<file path="src/rtl/testboard_sequencer.sv">
// Gate-testboard sequencer: drives stimulus patterns to a gate under test, registers
// the results for the LEDs and compacts them into a MISR signature during auto sweeps.
module testboard_sequencer #(
    parameter int unsigned          NUM_IN        = 3,
    parameter int unsigned          NUM_RES       = 16,
    parameter int unsigned          SETTLE_CYCLES = 4,
    parameter logic [NUM_RES-1:0]   POLY          = 16'h002D,
    parameter logic [NUM_RES-1:0]   GOLDEN_SIG    = '0
) (
    input  logic                clk_i,
    input  logic                rst_i,
    input  logic                mode_i,
    input  logic                start_i,
    input  logic [NUM_IN-1:0]   manual_pattern_i,
    input  logic [NUM_RES-1:0]  result_i,
    output logic [NUM_IN-1:0]   pattern_o,
    output logic [NUM_RES-1:0]  led_o,
    output logic                busy_o,
    output logic                done_o,
    output logic                pass_o,
    output logic [NUM_RES-1:0]  signature_o
);

    localparam int unsigned        SettleW    = $clog2(SETTLE_CYCLES + 1);
    localparam logic [SettleW-1:0] SettleLast = SettleW'(SETTLE_CYCLES - 1);
    localparam logic [NUM_IN-1:0]  LastPat    = '1;

    typedef enum logic [2:0] {
        StIdle,
        StApply,
        StSettle,
        StSample,
        StDone
    } state_e;

    state_e               state_q, state_d;
    logic [NUM_IN-1:0]    pattern_q, pattern_d;
    logic [NUM_RES-1:0]   sig_q, sig_d;
    logic [NUM_RES-1:0]   led_q;
    logic [SettleW-1:0]   settle_q, settle_d;
    logic [NUM_RES-1:0]   sig_next;

    // MISR step: shift left, fold the MSB back through POLY, inject the latched results.
    always_comb begin
        sig_next = {sig_q[NUM_RES-2:0], 1'b0} ^ led_q;
        if (sig_q[NUM_RES-1]) begin
            sig_next = sig_next ^ POLY;
        end
    end

    always_comb begin
        state_d   = state_q;
        pattern_d = pattern_q;
        sig_d     = sig_q;
        settle_d  = settle_q;

        case (state_q)
            StIdle: begin
                if (mode_i) begin
                    if (start_i) begin
                        state_d   = StApply;
                        pattern_d = '0;
                        sig_d     = '0;
                    end
                end else begin
                    pattern_d = manual_pattern_i;
                end
            end
            StApply: begin
                state_d  = StSettle;
                settle_d = '0;
            end
            StSettle: begin
                if (settle_q == SettleLast) begin
                    state_d = StSample;
                end else begin
                    settle_d = settle_q + 1'b1;
                end
            end
            StSample: begin
                sig_d = sig_next;
                if (pattern_q == LastPat) begin
                    state_d = StDone;
                end else begin
                    pattern_d = pattern_q + 1'b1;
                    state_d   = StApply;
                end
            end
            StDone: begin
                // Pattern and signature stay frozen until the operator acts.
                if (mode_i) begin
                    if (start_i) begin
                        state_d   = StApply;
                        pattern_d = '0;
                        sig_d     = '0;
                    end
                end else begin
                    state_d = StIdle;
                end
            end
            default: begin
                state_d = StIdle;
            end
        endcase
    end

    always_ff @(posedge clk_i) begin
        if (rst_i) begin
            state_q   <= StIdle;
            pattern_q <= '0;
            sig_q     <= '0;
            led_q     <= '0;
            settle_q  <= '0;
        end else begin
            state_q   <= state_d;
            pattern_q <= pattern_d;
            sig_q     <= sig_d;
            led_q     <= result_i;
            settle_q  <= settle_d;
        end
    end

    assign pattern_o   = pattern_q;
    assign led_o       = led_q;
    assign signature_o = sig_q;
    assign busy_o      = (state_q == StApply) || (state_q == StSettle) || (state_q == StSample);
    assign done_o      = (state_q == StDone);
    assign pass_o      = (state_q == StDone) && (sig_q == GOLDEN_SIG);

endmodule

</file>
<file path="config.mk">
export PLATFORM = sky130hd
export DESIGN_NAME = testboard_sequencer
export DESIGN_NICKNAME = d
export VERILOG_FILES = /design/src/rtl/testboard_sequencer.sv
export SDC_FILE = /design/constraint.sdc
export NUM_CORES = 1
export LEC_CHECK = 0
export CAP_MARGIN = 20
export CORE_ASPECT_RATIO = 1.25
export CORE_UTILIZATION = 45
export DETAILED_ROUTE_END_ITERATION = 8
export GPL_ROUTABILITY_DRIVEN = 0
export PLACE_DENSITY_LB_ADDON = 0.2
export SLEW_MARGIN = 40
export SYNTH_ARGS = -nofsm -noshare
export SYNTH_HDL_FRONTEND = slang
export SYNTH_SLANG_ARGS = --single-unit
</file>
<file path="constraint.sdc">
create_clock -name clk_i -period 2.5 [get_ports clk_i]
set_input_delay 0.5 -clock clk_i [delete_from_list [all_inputs] [get_ports clk_i]]
set_output_delay 0.5 -clock clk_i [all_outputs]
set_load 0.005 [all_outputs]
</file>
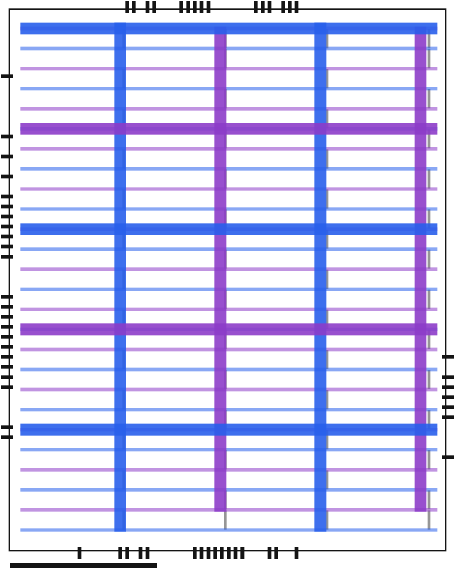
(supply network)
The bar under the picture is 20 um long. Pins as bars on the die edge. Tap cells in gray.
net	color
VSS	blue
VDD	purple
met1 rails	26
tap cells	54
signal pins	61
met5 straps	5
met4 straps	4
die x size: 59.0 um
core area: 0.00385 mm^2
Die Ht: 73.2 um
IR drop worst, VDD: 352 uV

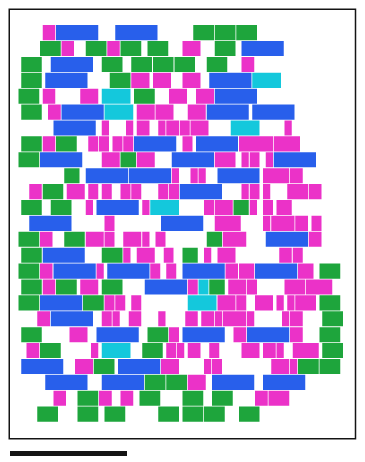
(placement by cell class)
The bar under the picture is 20 um long.
class	color	cells
remaining buffers and delay cells	green	66
registers	blue	41
remaining logic cells	magenta	145
clock drivers and dummy loads	cyan	8
sequential share of cell area: 31.9%
post-route cell area: 0.00257 mm^2

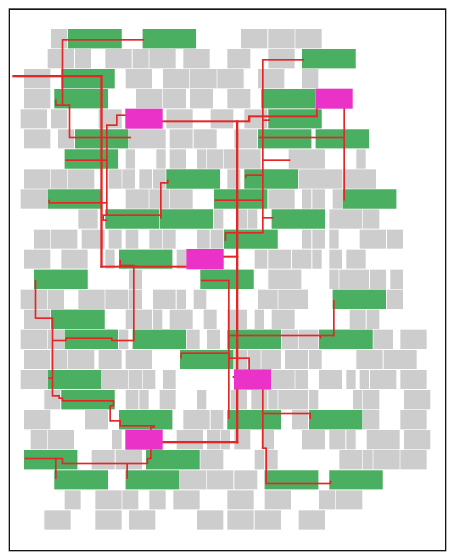
(clock distribution)
[clock-net drivers] magenta | count: 5
[flip-flops] green | count: 41
[clock wires] red | length: 481 um
routed clock nets	6
flops lie	spread over the die
Clock Latency Late Sink: 0.29 ns
Post-Route Skew: 0.00331 ns
Clock Power Share: 33.1%
clock-net power: 0.000472 W

==> flow_summary_export.csv <==
group,metric,value,unit
flow_run,drv_cap,0,
pwr,internal_power,0.00107,W
final_layout,ff_latch_area,821,um^2
worst_setup_path,crit_type,"reg2out",
yosys,async_flop_share,0,%
floorplan,pin_count,61,
floorplan,num_rows,25,
worst_setup_path,cp_top_family,"buffers and inverters",
routing,drt_wl_total,4020,um
yosys,ys_sh_xor,9.59,%
yosys,ys_area,0.00183,mm^2
yosys,ys_sh_simple,23.6,%
pwr,seq_power_share,50.0,%
final_timing,fmax,0.442,GHz
routing,drc,0,
status,status,"complete, no violations",
yosys,syn-instance-count,198,
grt,grt_pass1_vias,1485,
routing,drtPass1Iterations,4,
clock_tree,root_buffer,"clkbuf_8",
grt,track_usage,20.5,%
worst_setup_path,crit_path_max_incr_delay,0.51,ns
final_timing,drv_slew,0,
worst_setup_path,path_cells,"nor2_2 > nand4_1 > nor2_1 > clkdlybuf4s50_1",
yosys,numSynthFlops,41,
==> through the flow <==
step / worst slack [ns] / instances / hold WS [ns] / util [%]
2_1_floorplan: 1.12 / 198 / 0.432 / -
3_3_place_gp: 0.582 / 306 / 0.450 / 64.2
3_5_place_dp: 0.548 / 306 / 0.450 / 64.2
4_1_cts: 0.230 / 314 / 0.463 / 66.9
5_1_grt: 0.124 / 314 / 0.502 / 66.9
6_report: 0.239 / 314 / 0.460 / 66.9
==> state kept, by name, indices dropped and copies added, names as in the netlist <==
signal / cells
pattern_o: 3
signature_o: 16
state_q: 3
led_o: 16
settle_q: 3
==> cell type report <==
type	instances	area share, %
Multi-Input combinational cell	139	35.6
Sequential cell	41	31.9
Timing Repair Buffer	66	25.1
Clock buffer	7	3.75
Tap cell	54	2.63
Inverter	6	0.875
Clock inverter	1	0.195
==> metal layers <==
metal	GRT usage [%]	vias to the layer above
met5	0	-
met1	25.1	707
met3	6.03	8
li1	-	796
met4	9.26	0
met2	33.0	43
==> cells by family after synthesis <==
family,Yosys count
buffers and inverters,18
adder cells (fa/ha/maj),4
flip-flops,41
AND/OR/NAND/NOR,78
multiplexers,1
XOR/XNOR,20
AND-OR/OR-AND,36
==> path summary, 6_finish.rpt <==
| kind | startpoint | endpoint |
|---|---|---|
| worst max-delay path | state_q[0] | pass_o |
| worst min-delay path | settle_q[1] | settle_q[1] |
| worst max register to register | state_q[0] | signature_o[2] |
| worst min register to register | settle_q[1] | settle_q[1] |
==> worst min-delay path, delay by kind of cell, from the launching register on <==
| kind | cells | cell delay, ns |
|---|---|---|
| flip-flops | 1 | 0.32 |
| AND/OR/NAND/NOR | 1 | 0.05 |
| AND-OR/OR-AND | 1 | 0.05 |
==> layout by cell type, fill, tap and decap left out, drive strengths merged <==
cell / synthesis / routed
clkdlybuf4s50: 0 / 60
dfxtp: 41 / 41
o32ai: 4 / 4
o21ai: 3 / 3
nand3: 14 / 14
inv: 6 / 6
xnor2: 7 / 7
nand4: 1 / 1
clkbuf: 3 / 7
and3b: 2 / 2
and4bb: 1 / 1
mux2i: 1 / 1
nor3: 2 / 2
a22o: 3 / 3
xor2: 13 / 13
nand3b: 1 / 1
nand2: 20 / 20
o22ai: 1 / 1
nor2b: 18 / 18
o211a: 2 / 2
buf: 9 / 6
a31oi: 2 / 2
clkinv: 0 / 1
nor4: 4 / 4
o21bai: 1 / 1
nor2: 6 / 6
nand4b: 1 / 1
nand4bb: 1 / 1
o221a: 1 / 1
a21boi: 1 / 1
and2: 1 / 1
nor3b: 1 / 1
nand2b: 4 / 4
ha: 4 / 4
or2: 1 / 1
a21oi: 17 / 17
o21ba: 1 / 1
==> power by group through the flow <==
| stage | sequential, W | combinational [W] | clock [W] |
|---|---|---|---|
| 2_1_floorplan | 0.000722 | 0.000136 | 0 |
| 3_3_place_gp | 0.000728 | 0.000241 | 0 |
| 3_5_place_dp | 0.000728 | 0.000243 | 0 |
| 4_1_cts | 0.000713 | 0.000244 | 0.000484 |
| 5_1_grt | 0.000717 | 0.000269 | 0.000510 |
| 6_report | 0.000713 | 0.000242 | 0.000472 |
Power is estimated from default activity; no workload was simulated.
